<file path="config.mk">
export PLATFORM = sky130hd
export DESIGN_NAME = uart_rx_fifo_flat
export DESIGN_NICKNAME = d
export VERILOG_FILES = /design/src/rtl/uart_rx_fifo_if.sv /design/src/rtl/uart_rx_fifo.sv /design/src/flat_wrapper.sv
export SDC_FILE = /design/constraint.sdc
export NUM_CORES = 1
export LEC_CHECK = 0
export CELL_PAD_IN_SITES_DETAIL_PLACEMENT = 0
export CELL_PAD_IN_SITES_GLOBAL_PLACEMENT = 1
export CORE_MARGIN = 3
export CORE_UTILIZATION = 25
export CTS_CLUSTER_DIAMETER = 30
export DETAILED_ROUTE_END_ITERATION = 10
export PLACE_DENSITY = 0.52
export SLEW_MARGIN = 20
export SYNTH_ARGS = -nofsm -noshare
export SYNTH_HDL_FRONTEND = slang
export SYNTH_SLANG_ARGS = --single-unit
</file>
<file path="constraint.sdc">
create_clock -name HCLK -period 3.6 [get_ports HCLK]
set_clock_uncertainty 0.2 [all_clocks]
set_input_delay 0.72 -clock HCLK [delete_from_list [all_inputs] [get_ports HCLK]]
set_output_delay 0.72 -clock HCLK [all_outputs]
set_load 0.05 [all_outputs]
</file>
<file path="src/rtl/uart_rx_fifo_if.sv">
// Byte-stream handshake between the UART receiver and its consumer,
// plus the receiver's status flags.
interface uart_rx_fifo_if #(
  parameter int unsigned FIFO_DEPTH = 4
);
  localparam int unsigned LW = $clog2(FIFO_DEPTH) + 1;

  logic [7:0]    rx_data;
  logic          rx_valid;
  logic          rx_ready;
  logic          frame_err;
  logic          overrun;
  logic [LW-1:0] fifo_level;

  modport master (
    output rx_data, rx_valid, frame_err, overrun, fifo_level,
    input  rx_ready
  );

  modport slave (
    input  rx_data, rx_valid, frame_err, overrun, fifo_level,
    output rx_ready
  );
endinterface

</file>
<file path="src/rtl/uart_rx_fifo.sv">
// 16x oversampling 8N1 UART receiver with majority-vote bit decisions,
// feeding a first-word-fall-through byte FIFO.
module uart_rx_fifo #(
  parameter int unsigned PRESCALE   = 27,
  parameter int unsigned FIFO_DEPTH = 4
) (
  input  logic           HCLK,
  input  logic           HRESETn,
  input  logic           RX,
  uart_rx_fifo_if.master bus
);
  localparam int unsigned PW = $clog2(PRESCALE);
  localparam int unsigned AW = $clog2(FIFO_DEPTH);
  localparam int unsigned LW = AW + 1;

  typedef enum logic [2:0] {StIdle, StStart, StData, StStop, StWaitHigh} state_e;

  logic          r_rx_meta, r_rxs;
  logic [PW-1:0] r_presc;
  state_e        r_state;
  logic [3:0]    r_sc;
  logic [2:0]    r_idx;
  logic [1:0]    r_smp;
  logic [7:0]    r_data;
  logic          r_frame_err, r_overrun;
  logic [7:0]    r_mem [FIFO_DEPTH];
  logic [AW-1:0] r_rd_ptr, r_wr_ptr;
  logic [LW-1:0] r_level;

  logic       w_tick, w_active, w_decide, w_wrap, w_vote;
  logic       w_valid, w_full, w_pop, w_good_stop, w_push;
  logic [3:0] w_sc_nxt;

  always_ff @(posedge HCLK or negedge HRESETn) begin
    if (!HRESETn) begin
      r_rx_meta <= 1'b1;
      r_rxs     <= 1'b1;
    end else begin
      r_rx_meta <= RX;
      r_rxs     <= r_rx_meta;
    end
  end

  // Free-running tick; never realigned to the start edge.
  assign w_tick = (r_presc == PW'(PRESCALE - 1));

  always_ff @(posedge HCLK or negedge HRESETn) begin
    if (!HRESETn) begin
      r_presc <= '0;
    end else begin
      r_presc <= w_tick ? '0 : r_presc + PW'(1);
    end
  end

  // Actions are keyed on the sample count this tick advances to.
  assign w_active    = (r_state == StStart) || (r_state == StData) || (r_state == StStop);
  assign w_sc_nxt    = r_sc + 4'd1;
  assign w_decide    = w_tick && w_active && (w_sc_nxt == 4'd9);
  assign w_wrap      = w_tick && w_active && (w_sc_nxt == 4'd0);
  assign w_vote      = (r_smp[0] & r_smp[1]) | (r_smp[0] & r_rxs) | (r_smp[1] & r_rxs);
  assign w_valid     = (r_level != '0);
  assign w_full      = (r_level == LW'(FIFO_DEPTH));
  assign w_pop       = w_valid && bus.rx_ready;
  assign w_good_stop = w_decide && (r_state == StStop) && w_vote;
  assign w_push      = w_good_stop && (!w_full || w_pop);

  always_ff @(posedge HCLK or negedge HRESETn) begin
    if (!HRESETn) begin
      r_state     <= StIdle;
      r_sc        <= '0;
      r_idx       <= '0;
      r_smp       <= '0;
      r_data      <= '0;
      r_frame_err <= 1'b0;
      r_overrun   <= 1'b0;
    end else begin
      r_frame_err <= 1'b0;
      r_overrun   <= 1'b0;
      if (w_tick) begin
        if (w_active) begin
          r_sc <= w_sc_nxt;
          if (w_sc_nxt == 4'd7) r_smp[0] <= r_rxs;
          if (w_sc_nxt == 4'd8) r_smp[1] <= r_rxs;
        end
        unique case (r_state)
          StIdle: begin
            if (!r_rxs) begin
              r_sc    <= '0;
              r_state <= StStart;
            end
          end
          StStart: begin
            if (w_decide && w_vote) begin
              r_state <= StIdle;
            end else if (w_wrap) begin
              r_idx   <= '0;
              r_state <= StData;
            end
          end
          StData: begin
            if (w_decide) r_data[r_idx] <= w_vote;
            if (w_wrap) begin
              r_idx <= r_idx + 3'd1;
              if (r_idx == 3'd7) r_state <= StStop;
            end
          end
          StStop: begin
            if (w_decide) begin
              if (w_vote) begin
                r_overrun <= !w_push;
                r_state   <= StIdle;
              end else begin
                r_frame_err <= 1'b1;
                r_state     <= StWaitHigh;
              end
            end
          end
          // A held-low line (break) must see a high sample before re-arming.
          StWaitHigh: begin
            if (r_rxs) r_state <= StIdle;
          end
          default: r_state <= StIdle;
        endcase
      end
    end
  end

  always_ff @(posedge HCLK or negedge HRESETn) begin
    if (!HRESETn) begin
      for (int i = 0; i < int'(FIFO_DEPTH); i++) r_mem[i] <= '0;
      r_rd_ptr <= '0;
      r_wr_ptr <= '0;
      r_level  <= '0;
    end else begin
      if (w_push) begin
        r_mem[r_wr_ptr] <= r_data;
        r_wr_ptr        <= r_wr_ptr + AW'(1);
      end
      if (w_pop) r_rd_ptr <= r_rd_ptr + AW'(1);
      if (w_push && !w_pop) begin
        r_level <= r_level + LW'(1);
      end else if (!w_push && w_pop) begin
        r_level <= r_level - LW'(1);
      end
    end
  end

  assign bus.rx_data    = r_mem[r_rd_ptr];
  assign bus.rx_valid   = w_valid;
  assign bus.frame_err  = r_frame_err;
  assign bus.overrun    = r_overrun;
  assign bus.fifo_level = r_level;

endmodule

</file>
<file path="src/flat_wrapper.sv">
// flat-port wrapper written by rule: the top's interface ports become plain ports
module uart_rx_fifo_flat 
#(
  parameter int unsigned PRESCALE   = 27,
  parameter int unsigned FIFO_DEPTH = 4
)
  (HCLK, HRESETn, RX, bus_rx_data, bus_rx_valid, bus_frame_err, bus_overrun, bus_fifo_level, bus_rx_ready);
  uart_rx_fifo_if #(.FIFO_DEPTH(FIFO_DEPTH)) bus_i ();
  input  logic HCLK;
  input  logic HRESETn;
  input  logic RX;
  output wire logic [$bits(bus_i.rx_data)-1:0] bus_rx_data;
  output wire logic [$bits(bus_i.rx_valid)-1:0] bus_rx_valid;
  output wire logic [$bits(bus_i.frame_err)-1:0] bus_frame_err;
  output wire logic [$bits(bus_i.overrun)-1:0] bus_overrun;
  output wire logic [$bits(bus_i.fifo_level)-1:0] bus_fifo_level;
  input wire logic [$bits(bus_i.rx_ready)-1:0] bus_rx_ready;
  assign bus_rx_data = bus_i.rx_data;
  assign bus_rx_valid = bus_i.rx_valid;
  assign bus_frame_err = bus_i.frame_err;
  assign bus_overrun = bus_i.overrun;
  assign bus_fifo_level = bus_i.fifo_level;
  assign bus_i.rx_ready = bus_rx_ready;
  uart_rx_fifo #(.PRESCALE(PRESCALE), .FIFO_DEPTH(FIFO_DEPTH)) u_core (.HCLK(HCLK), .HRESETn(HRESETn), .RX(RX), .bus(bus_i));
endmodule
</file>
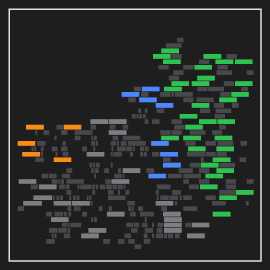
**Above:** run 1 (sequential cells grouped by signal name).
(2 px per µm) Other sequential cells in the stronger gray, the rest of the logic in the fainter gray.
Key: u_core.r_data = blue [sequential cells 8, where center]; u_core.r_presc = orange [sequential cells 5, where west]; u_core.r_mem = green [sequential cells 32]
sequential fraction of total cell area: 40.5%
Power Sequential: 0.768 mW
final design utilization: 31.0%
register area: 1700 µm²

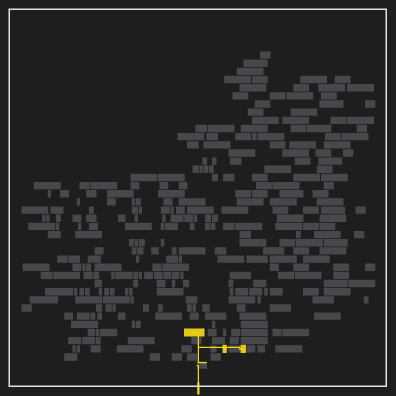
**Above:** run 1 (wires at chosen ports, followed through buffers).
(3 px per µm)
Key: bus_rx_ready = yellow [bits 1, direction input, end cells 4, buffers 1, wire 39.5 µm]
IO Pins: 18
Buffers on Ports: 17

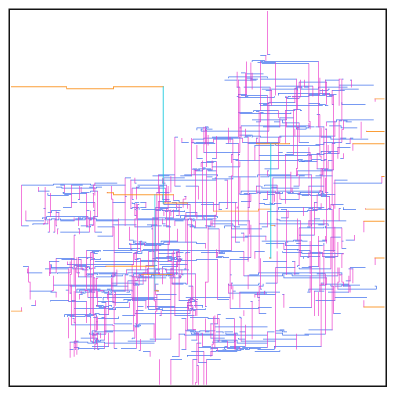
**Above:** run 1 (routed metal, one color a layer).
(3 px per µm)
Key: M3 = orange [wire length 188 µm]; M1 = blue [wire length 3570 µm]; M4 = cyan [wire length 109 µm]; M2 = magenta [wire length 3100 µm]
final WL: 6970 µm
routed len/inst: 14.8 µm
DR vias: 2101
total track usage: 9.78%

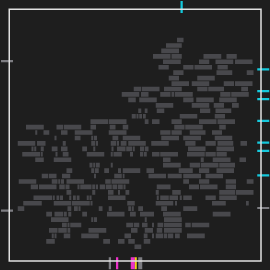
**Above:** run 1 (pin placement).
(2 px per µm) Pins as bars across the die edge, other pins in gray.
Key: bus_fifo_level = magenta [pins 3, direction output, edge south]; bus_rx_data = cyan [pins 8, direction output, edge 7 east, 1 north]; bus_rx_ready = yellow [pins 1, direction input, edge south]
All pins by edge: 8 east, 7 south, 2 west, 1 north.
Die H: 125 µm
die width: 125 µm

run 1: worst min path at each step:
stage / from / endpoint / slack (ns)
2_1_floorplan: u_core.r_rx_meta / u_core.r_rxs / 0.15
3_3_place_gp: u_core.r_rx_meta / u_core.r_rxs / 0.15
3_5_place_dp: u_core.r_rx_meta / u_core.r_rxs / 0.15
4_1_cts: u_core.r_rx_meta / u_core.r_rxs / 0.16
5_1_grt: u_core.r_rx_meta / u_core.r_rxs / 0.16
6_report: u_core.r_rx_meta / u_core.r_rxs / 0.16
run 1: cell families after synthesis:
kind of cell | synth area share, %
compound gates | 5.71
mux | 22.4
flops | 48.0
xor+xnor | 2.47
fa+ha+maj | 5.43
simple gates | 13.5
buf+inv | 2.54
==> ci_impl_report.md, run 1 <==
### Metrics collected by this job

| Metric | Value |
|---|---|
| CP arrival | 2.34 ns |
| Met3 usage | 2.73% |
| Layout fillers | 1389 |
| CP max-delay cell | clkdlybuf4s50_1 |
| Placed insts | 455 |
| Grt met2 use | 14.8% |
| Most instantiated logic cells after routing | 66 x dfrtp_1, 32 x mux2_4, 19 x nand2_1 |
| Crit start category | register |
| Root buf cell | clkbuf_16 |
| # resized after CTS | 0 |
| Comb pwr share | 1.3% |
| Setup TNS | 0 ns |
| Top delay family on crit path | buffers and inverters |
| Clk slew on worst S/H paths | 0.06 ns |
| Routed wl met3 | 188 µm |
| Slew HR | 44.7% |
| Crit path capture | bus_rx_data[0] |
| # diodes | 0 |
| Min Hold Slack | 0.155 ns |
| DRT Pass-1 Iters | 4 |
| Combinational power | 0.0209 mW |
| Status | complete, no violations |
| Seq pwr share | 48.1% |
| Signal buf overhead | 5.12% |
| Critical path startpoint | u_core.r_rd_ptr[0] |
==> run 2, diff against run 1 <==
--- a/config.mk
+++ b/config.mk
@@ -5,12 +5,14 @@
 export SDC_FILE = /design/constraint.sdc
 export NUM_CORES = 1
 export LEC_CHECK = 0
+export CAP_MARGIN = 25
 export CELL_PAD_IN_SITES_DETAIL_PLACEMENT = 0
 export CELL_PAD_IN_SITES_GLOBAL_PLACEMENT = 1
-export CORE_MARGIN = 3
+export CORE_MARGIN = 4
 export CORE_UTILIZATION = 25
 export CTS_CLUSTER_DIAMETER = 30
 export DETAILED_ROUTE_END_ITERATION = 10
+export GPL_ROUTABILITY_DRIVEN = 0
 export PLACE_DENSITY = 0.52
 export SLEW_MARGIN = 20
 export SYNTH_ARGS = -nofsm -noshare
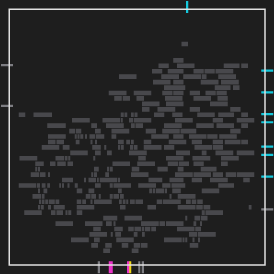
**Above:** run 2 (pin placement).
(2 px per µm) Pins as bars across the die edge, other pins in gray.
Key: bus_rx_ready = yellow [pins 1, direction input, edge south]; bus_fifo_level = magenta [pins 3, direction output, edge south]; bus_rx_data = cyan [pins 8, direction output, edge 7 east, 1 north]
All pins by edge: 8 east, 7 south, 2 west, 1 north.
Die H: 127 µm
die width: 127 µm

==> ci_impl_report.md, run 2 <==
### Metrics collected by this job

| Metric | Value |
|---|---|
| Crit start category | register |
| Most instantiated logic cells after routing | 66 x dfrtp_1, 32 x mux2_4, 19 x nand2_1 |
| # diodes | 0 (unchanged) |
| Layout fillers | 1407 (+1.3%) |
| Status | complete, no violations |
| Crit path capture | bus_rx_data[0] |
| Sequential fraction of total cell area | 40.2% (-0.34 points) |
| DRT Pass-1 Iters | 5 (+1) |
| # resized after CTS | 0 (unchanged) |
| Placed insts | 461 (+1.3%) |
| Final WL | 7210 µm (+3.3%) |
| Min Hold Slack | 0.146 ns (-0.00967 ns) |
| Clk slew on worst S/H paths | 0.06 ns (about the same) |
| Root buf cell | clkbuf_16 |
| Setup TNS | 0 ns (unchanged) |
| Buffers on Ports | 17 (unchanged) |
| Signal buf overhead | 5.14% (+0.017 points) |
| DR vias | 2131 (+1.4%) |
| Routed wl met3 | 280 µm (+49%) |
| Final design utilization | 30.5% (-0.47 points) |
| Register area | 1700 µm² (unchanged) |
| CP arrival | 2.40 ns (+0.06 ns) |
| Total track usage | 9.67% (-0.11 points) |
==> run 2: cell counts after synthesis <==
No cell type changed its count.
==> run 2: critical path, cell delays in order, from the launching register on <==
cell and delay [ns]:
dfrtp_1 0.74, mux4_2 0.60, clkdlybuf4s50_1 0.72
==> run 2: kinds of logic after synthesis <==
family | Yosys count | synth area share, %
AND-OR/OR-AND | 27 | 5.71
XOR/XNOR | 10 | 2.47
adder cells (fa/ha/maj) | 15 | 5.43
buffers and inverters | 17 | 2.54
flip-flops | 68 | 48.0
multiplexers | 52 | 22.4
AND/OR/NAND/NOR | 77 | 13.5
==> run 2: where the power goes <==
part	leakage, nW	total (mW)	internal (mW)	switching [mW]
clock	0.143	0.907	0.546	0.361
sequential	0.913	0.767	0.766	0.00103
combinational	0.842	0.0201	0.00395	0.0162
==> run 3, diff against run 2 <==
--- a/config.mk
+++ b/config.mk
@@ -9,12 +9,11 @@
 export CELL_PAD_IN_SITES_DETAIL_PLACEMENT = 0
 export CELL_PAD_IN_SITES_GLOBAL_PLACEMENT = 1
 export CORE_MARGIN = 4
-export CORE_UTILIZATION = 25
+export CORE_UTILIZATION = 50
 export CTS_CLUSTER_DIAMETER = 30
 export DETAILED_ROUTE_END_ITERATION = 10
 export GPL_ROUTABILITY_DRIVEN = 0
-export PLACE_DENSITY = 0.52
-export SLEW_MARGIN = 20
+export PLACE_DENSITY = 0.86
 export SYNTH_ARGS = -nofsm -noshare
 export SYNTH_HDL_FRONTEND = slang
 export SYNTH_SLANG_ARGS = --single-unit
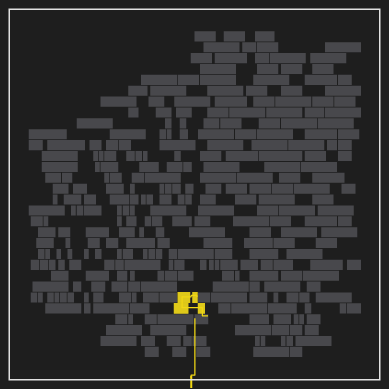
**Above:** run 3 (wires at chosen ports, followed through buffers).
(4 px per µm)
Key: bus_rx_ready = yellow [bits 1, direction input, end cells 4, buffers 1, wire 31.3 µm]

==> ci_impl_report.md, run 3 <==
### Metrics collected by this job

| Metric | Value |
|---|---|
| Top delay family on crit path | flip-flops |
| Setup TNS | 0 ns (unchanged) |
| CP max-delay cell | dfrtp_1 |
| Root buf cell | clkbuf_8 |
| Most instantiated logic cells after routing | 66 x dfrtp_1, 32 x mux2_4, 19 x nand2_1 |
| Crit start category | register |
| WP depth | 2 (unchanged) |
| Total track usage | 17.5% (+7.9 points) |
| DR vias | 2115 (-0.75%) |
| Power Sequential | 0.766 mW (about the same) |
| Worst path max stage delay | 0.75 ns (about the same) |
| Die width | 92.3 µm (-27%) |
| Pwr top | sequential cells |
| Clock Power Share | 45.9% (-7.6 points) |
| Switch Pwr | 0.355 mW (-6.2%) |
| Min Hold Slack | 0.160 ns (+0.0147 ns) |
| Seq pwr share | 52.5% (+7.2 points) |
| Routed wl met3 | 229 µm (-18%) |
| # diodes | 0 (unchanged) |
| Layout fillers | 576 (-59%) |
| Switching part of the total | 24.3% (+2.0 points) |
| Internal Dissipation | 1.10 mW (-16%) |
| Crit path capture | bus_rx_data[2] |
| Buffers on Ports | 17 (unchanged) |
| Combinational power | 0.0228 mW (+13%) |
| Final WL | 6410 µm (-11%) |
| P_clk | 0.669 mW (-26%) |
| Status | complete, no violations |
| Worst path cell trace | mux4_2 -> clkdlybuf4s50_1 |
| CP arrival | 2.43 ns (+0.03 ns) |
| Final design utilization | 59.4% (+29 points) |
| # resized after CTS | 0 (unchanged) |
run 3: kinds of logic (layout without fill, tap and decap cells):
family / after synthesis / in the layout / share of synthesized area (%)
AND-OR/OR-AND: 27 / 27 / 5.71
XOR/XNOR: 10 / 10 / 2.47
adder cells (fa/ha/maj): 15 / 15 / 5.43
buffers and inverters: 17 / 49 / 2.54
flip-flops: 68 / 68 / 48.0
multiplexers: 52 / 52 / 22.4
AND/OR/NAND/NOR: 77 / 77 / 13.5
run 3: final cells by class:
type / instances / area share, %
clock buffer: 9 / 3.05
clock inverter: 7 / 2.04
inverter: 8 / 0.740
multi-input combinational: 181 / 43.3
tap: 96 / 2.96
sequential: 68 / 42.0
timing repair buffer: 25 / 5.92

==> layout pictures side by side <==
Routing congestion.
picture 1
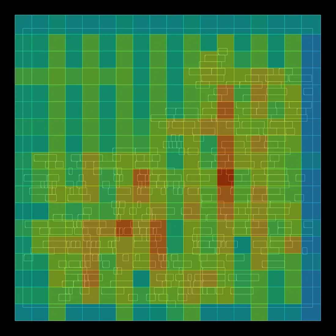
picture 2
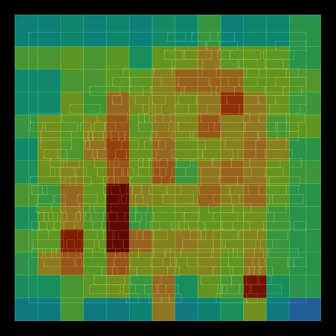
The one with the highest utilization is picture 2.
The one with the highest track usage is picture 2.
run 3 -> picture 2
run 1 -> picture 1

Power and IR drop assume default switching activity.
